### src/rtl/div_share_sched.sv
// div_share_sched
// Time-shares one sequential divider between two requesters (0 = x, 1 = y).
// Each requester can queue one request. Grants alternate round-robin on ties.
// A zero divisor is answered directly without starting the divider. A divider
// that never raises qv is abandoned after TIMEOUT wait cycles.
//
// Ports
//   clk, rst (async, active low)
//   start0/1, dividend0/1, divisor0/1    requester inputs
//   busy0/1                              request queued, not yet granted
//   ack0/1, quot0/1, err0/1              result strobe, held result, error flag
//   div_start, div_dividend, div_divisor divider request side
//   div_quotient, div_qv                 divider result side
//
// state  | meaning
// IDLE   | arbitrate pending requests; zero divisor goes straight to DONE
// ISSUE  | one-cycle div_start, clear the wait timer
// WAIT   | wait for div_qv, or give up when the timer reaches TIMEOUT
// DONE   | one-cycle ack to the granted requester, update round-robin pointer
module div_share_sched #(
    parameter int DW_N    = 32,
    parameter int DW_D    = 22,
    parameter int QW      = 32,
    parameter int TIMEOUT = 63
) (
    input  logic            clk,
    input  logic            rst,
    input  logic            start0,
    input  logic [DW_N-1:0] dividend0,
    input  logic [DW_D-1:0] divisor0,
    input  logic            start1,
    input  logic [DW_N-1:0] dividend1,
    input  logic [DW_D-1:0] divisor1,
    output logic            busy0,
    output logic            busy1,
    output logic            ack0,
    output logic            ack1,
    output logic [QW-1:0]   quot0,
    output logic [QW-1:0]   quot1,
    output logic            err0,
    output logic            err1,
    output logic            div_start,
    output logic [DW_N-1:0] div_dividend,
    output logic [DW_D-1:0] div_divisor,
    input  logic [QW-1:0]   div_quotient,
    input  logic            div_qv
);
    localparam int TW = $clog2(TIMEOUT + 1);
    localparam logic [TW-1:0] TMO = TW'(TIMEOUT);

    localparam logic [1:0] S_IDLE  = 2'd0;
    localparam logic [1:0] S_ISSUE = 2'd1;
    localparam logic [1:0] S_WAIT  = 2'd2;
    localparam logic [1:0] S_DONE  = 2'd3;

    logic [1:0]      state_q, state_d;
    logic            pend0_q, pend0_d, pend1_q, pend1_d;
    logic [DW_N-1:0] opn0_q, opn0_d, opn1_q, opn1_d;
    logic [DW_D-1:0] opd0_q, opd0_d, opd1_q, opd1_d;
    logic [DW_N-1:0] dvd_q, dvd_d;
    logic [DW_D-1:0] dvs_q, dvs_d;
    logic            id_q, id_d;
    logic            last_q, last_d;
    logic [TW-1:0]   timer_q, timer_d;
    logic [QW-1:0]   quot0_q, quot0_d, quot1_q, quot1_d;
    logic            err0_q, err0_d, err1_q, err1_d;

    logic            gnt1;
    logic [DW_D-1:0] sel_dvs;
    logic            res_we, res_id, res_err;
    logic [QW-1:0]   res_val;

    // Requester 1 wins only if 0 is idle or 0 was served last.
    assign gnt1    = pend1_q & (~pend0_q | ~last_q);
    assign sel_dvs = gnt1 ? opd1_q : opd0_q;

    always_comb begin
        state_d = state_q;
        pend0_d = pend0_q;
        pend1_d = pend1_q;
        opn0_d  = opn0_q;
        opn1_d  = opn1_q;
        opd0_d  = opd0_q;
        opd1_d  = opd1_q;
        dvd_d   = dvd_q;
        dvs_d   = dvs_q;
        id_d    = id_q;
        last_d  = last_q;
        timer_d = timer_q;
        quot0_d = quot0_q;
        quot1_d = quot1_q;
        err0_d  = err0_q;
        err1_d  = err1_q;
        res_we  = 1'b0;
        res_id  = id_q;
        res_err = 1'b0;
        res_val = '0;

        case (state_q)
            S_IDLE: begin
                if (pend0_q | pend1_q) begin
                    id_d  = gnt1;
                    dvd_d = gnt1 ? opn1_q : opn0_q;
                    dvs_d = sel_dvs;
                    if (gnt1) pend1_d = 1'b0;
                    else      pend0_d = 1'b0;
                    if (sel_dvs == '0) begin
                        res_we  = 1'b1;
                        res_id  = gnt1;
                        res_err = 1'b1;
                        state_d = S_DONE;
                    end else begin
                        state_d = S_ISSUE;
                    end
                end
            end
            S_ISSUE: begin
                timer_d = '0;
                state_d = S_WAIT;
            end
            S_WAIT: begin
                if (div_qv) begin
                    res_we  = 1'b1;
                    res_val = div_quotient;
                    state_d = S_DONE;
                end else if (timer_q == TMO) begin
                    res_we  = 1'b1;
                    res_err = 1'b1;
                    state_d = S_DONE;
                end else begin
                    timer_d = timer_q + 1'b1;
                end
            end
            default: begin
                last_d  = id_q;
                state_d = S_IDLE;
            end
        endcase

        // Result registers change only on entry to DONE, so they hold until
        // the same requester's next ack.
        if (res_we) begin
            if (res_id) begin
                quot1_d = res_val;
                err1_d  = res_err;
            end else begin
                quot0_d = res_val;
                err0_d  = res_err;
            end
        end

        // Accept cannot collide with the grant clear: grant needs pending=1,
        // accept needs pending=0.
        if (start0 && !pend0_q) begin
            pend0_d = 1'b1;
            opn0_d  = dividend0;
            opd0_d  = divisor0;
        end
        if (start1 && !pend1_q) begin
            pend1_d = 1'b1;
            opn1_d  = dividend1;
            opd1_d  = divisor1;
        end
    end

    always_ff @(posedge clk or negedge rst) begin
        if (!rst) begin
            state_q <= S_IDLE;
            pend0_q <= 1'b0;
            pend1_q <= 1'b0;
            opn0_q  <= '0;
            opn1_q  <= '0;
            opd0_q  <= '0;
            opd1_q  <= '0;
            dvd_q   <= '0;
            dvs_q   <= '0;
            id_q    <= 1'b0;
            last_q  <= 1'b1;
            timer_q <= '0;
            quot0_q <= '0;
            quot1_q <= '0;
            err0_q  <= 1'b0;
            err1_q  <= 1'b0;
        end else begin
            state_q <= state_d;
            pend0_q <= pend0_d;
            pend1_q <= pend1_d;
            opn0_q  <= opn0_d;
            opn1_q  <= opn1_d;
            opd0_q  <= opd0_d;
            opd1_q  <= opd1_d;
            dvd_q   <= dvd_d;
            dvs_q   <= dvs_d;
            id_q    <= id_d;
            last_q  <= last_d;
            timer_q <= timer_d;
            quot0_q <= quot0_d;
            quot1_q <= quot1_d;
            err0_q  <= err0_d;
            err1_q  <= err1_d;
        end
    end

    assign busy0        = pend0_q;
    assign busy1        = pend1_q;
    assign ack0         = (state_q == S_DONE) & ~id_q;
    assign ack1         = (state_q == S_DONE) &  id_q;
    assign quot0        = quot0_q;
    assign quot1        = quot1_q;
    assign err0         = err0_q;
    assign err1         = err1_q;
    assign div_start    = (state_q == S_ISSUE);
    assign div_dividend = dvd_q;
    assign div_divisor  = dvs_q;

endmodule

### config.mk
export PLATFORM = sky130hd
export DESIGN_NAME = div_share_sched
export DESIGN_NICKNAME = d
export VERILOG_FILES = /design/src/rtl/div_share_sched.sv
export SDC_FILE = /design/constraint.sdc
export NUM_CORES = 1
export LEC_CHECK = 0
export CAP_MARGIN = 0
export CELL_PAD_IN_SITES_DETAIL_PLACEMENT = 0
export CELL_PAD_IN_SITES_GLOBAL_PLACEMENT = 1
export CORE_MARGIN = 3
export CORE_UTILIZATION = 34
export DETAILED_ROUTE_END_ITERATION = 8
export GPL_TIMING_DRIVEN = 0
export MAX_ROUTING_LAYER = met4
export PLACE_DENSITY_LB_ADDON = 0.1
export SYNTH_ARGS = -nofsm -noshare
export SYNTH_HDL_FRONTEND = slang
export SYNTH_SLANG_ARGS = --single-unit
### constraint.sdc
create_clock -name clk -period 1.85 [get_ports clk]
set_input_delay 0.185 -clock clk [delete_from_list [all_inputs] [get_ports clk]]
set_output_delay 0.185 -clock clk [all_outputs]
set_load 0.02 [all_outputs]
Fig. 1: clock nets
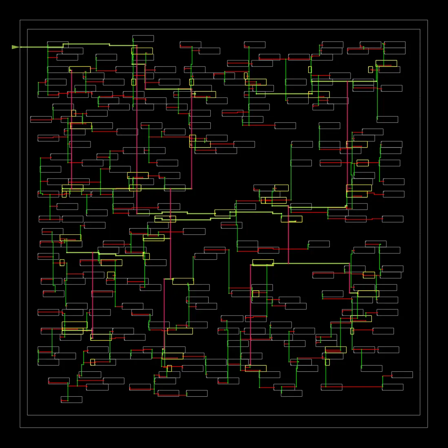
Clock Skew: 0.02435 ns
Sink Count: 240
P_clk: 5600 µW
worst skew pair latency: 0.55 ns

Fig. 2: I/O pins on the die edge
(2 px per µm) Pins as bars across the die edge, other pins in gray.
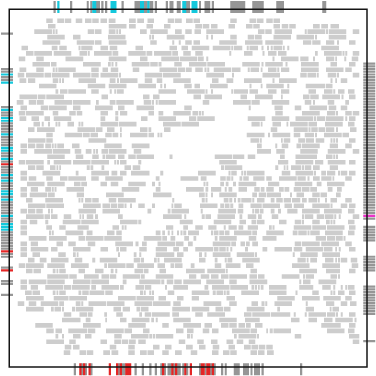
| port | color | pins | direction | edge |
|---|---|---|---|---|
| dividend1 | cyan | 32 | input | 18 west, 14 north |
| div_qv | magenta | 1 | input | east |
| divisor0 | red | 22 | input | 19 south, 3 west |

Fig. 3: routed metal, one color a layer
(1.5 px per µm) Only two layers are drawn.
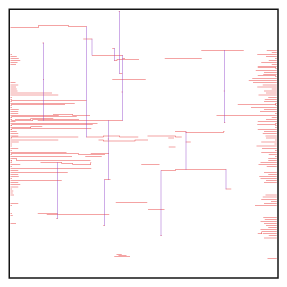
| layer | color | wire length |
|---|---|---|
| M3 | red | 2,410 µm |
| M4 | purple | 467 µm |

Fig. 4: gate-type map
(2 px per µm)
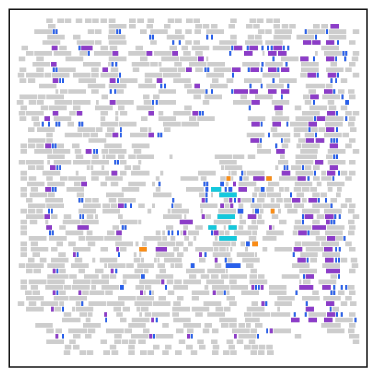
| family | color | cells |
|---|---|---|
| fa/ha/maj cells | cyan | 6 |
| aoi and oai cells | purple | 133 |
| and/or cells | orange | 5 |
| nand cells | blue | 209 |
most frequent logic cell in the layout: clkdlybuf4s50_1
Comb/total area: 0.2775
Finished Layout Cells: 1,594

logic make-up (layout without fill, tap and decap cells):
group / after synthesis / after routing / synth area share
AND-OR/OR-AND: 142 / 142 / 0.1122
XOR/XNOR: 2 / 2 / 0.001740
adder cells (fa/ha/maj): 6 / 6 / 0.007454
buffers and inverters: 66 / 434 / 0.03292
flip-flops: 240 / 240 / 0.5965
multiplexers: 131 / 131 / 0.1437
other: 0 / 4 / 0
AND/OR/NAND/NOR: 250 / 251 / 0.1055
metal layers:
metal | track usage | vias up
li1 | - | 3689
met1 | 0.2457 | 3875
met2 | 0.3194 | 214
met3 | 0.05343 | 34
met4 | 0.03469 | 0
met5 | - | -
power breakdown:
part / switching [µW] / leakage, µW / internal (µW)
clock network: 2270 / 0.000464 / 3330
registers: 1820 / 0.00298 / 7770
logic: 6110 / 0.00306 / 6030
==> metrics.cfg <==
[layout]
design_area_um2=15420
nNonClkBuffers=376
diodes=4
clkbuf_count=34
combGateArea_um2=4280
area_dominant_class=flip-flops and latches
n_all_inverters=6
fillers=2538
comb.multi_input.count=532
final-nonclk-buf-share=0.2382
seqAreaFraction=0.3900
ff_count=240
flop_area_um2=6015
nNetsFinal=1335
utilization=0.5330
drive_gt1_frac=0.3085
clk_share=0.06101
final_cell_mix=clkdlybuf4s50_1 (264), dfrtp_1 (233), nand2_1 (196)
syn2layout_area_growth_pct=53.14

[floorplan]
fp_util=0.3480
die_h_um=178.1
chip_area_um2=31720
dieWidth_um=178.1
nWellTaps=384
row_count=62
ioPinCount=270
core_area_um2=28940

[sta]
rsz0062_at_grt=true
fin_setup_tns_ns=-3.668
fmax_mhz=509.3
fin_crit_ns=1.964
period_used_share=1.061
hold_violations=0
setup_viol=54
holdWs_ns=0.2147
slew_headroom=0.5406
maxSlewViolCount=0
worst_slack_ns=-0.1137
worst_pin_slew_ns=0.6892

[place]
dp_hpwl_um=21300
finalWeightedCongestion=0.7677
placed_cell_area_um2=13310
place.port_buffers=269
pre_cts_slack_ns=-0.8344
place_inst=1492

[cts]
post_cts_buffers=30
cts_tree=yes
ctsHoldBuffers=1
h-tree-depth=1
clk_pin_slew_worst_paths_ns=0.06
cts_resized=128
cts_buffer_depth=3
cts_buffers=28
clockRootBuffer=clkbuf_16

[synthesis]
synthesis.area_um2=10070
yosysWarnings=0
syn_area_per_cell_um2=12.03
synth-main-ff-cell=dfrtp_1
area_leaders=dfrtp_1 (59%), mux2_2 (12%), nand2_1 (7.4%)
synth_cell_types=45
top_area_cell=dfrtp_1
edf_count=0
top_cells_by_count=dfrtp_1 (239), nand2_1 (199), mux2_2 (109)
syn_nets=988
async_flop_share=1.000
top_cell=dfrtp_1
yosys_cells=837
syn_inst=837
numSynthFlops=240
ys_area_um2=10070
synth_top_area_share=0.5939
ys_seq_share=0.5965

[worst_setup_path]
worstPathArrival_ns=2.38
cp-endpoint=quot1[8]
start_kind=flop
critPathCaptureType=flop
reg2reg_depth=7
crit_type=flop to flop
crit_fanout=5
critPathLaunch=opd0_q[20]
path_buffers=2
path_delay_family=simple AND/OR/NAND/NOR gates
cp_cell_sequence=nor4_4 > and4_4 > nand4_4 > a21oi_4 > buf_6 > buf_8 > o22ai_2
timing.rr.end=quot1[8]
reg2reg_slack_ns=-0.11
crit_required_ns=2.26
cp_slowest_stage_delay_ns=0.44
worstReg2RegStart=opd0_q[20]
slowest_stage=dfrtp_2
worst-path-stages=7

[run]
cap_violations=0
openroad.warnings=32

[status]
outcome=finished with violations
violations=negative setup slack

[routing]
drtIter0Drc=479
highest_layer=met4
wl_per_cell_um=19.34
postRouteAntennaNets=0
route.met3.wl_um=2414
firstDrtPassIters=4
vias_per_cell=4.901
met2_length_um=15050
vias=7812
m1WireLength_um=12900
drc=0
wirelength_um=30830

[global_routing]
antenna_found_initial=4
grt.overflow.total=0
grt_max_degree=86
grt_pass1_vias=8269
grt_pass1_wl_um=47210
grt.total_usage=0.1948

[power_and_ir_drop]
ir_worst_vdd_mv=1.089
power.total_uw=27340
power_density_nw_per_um2=1773
p_leak_uw=0.006499

[worst_hold_path]
worstHoldPathType=input port to async pin

Power figures rest on the tool's default switching activity, not on a simulated workload.
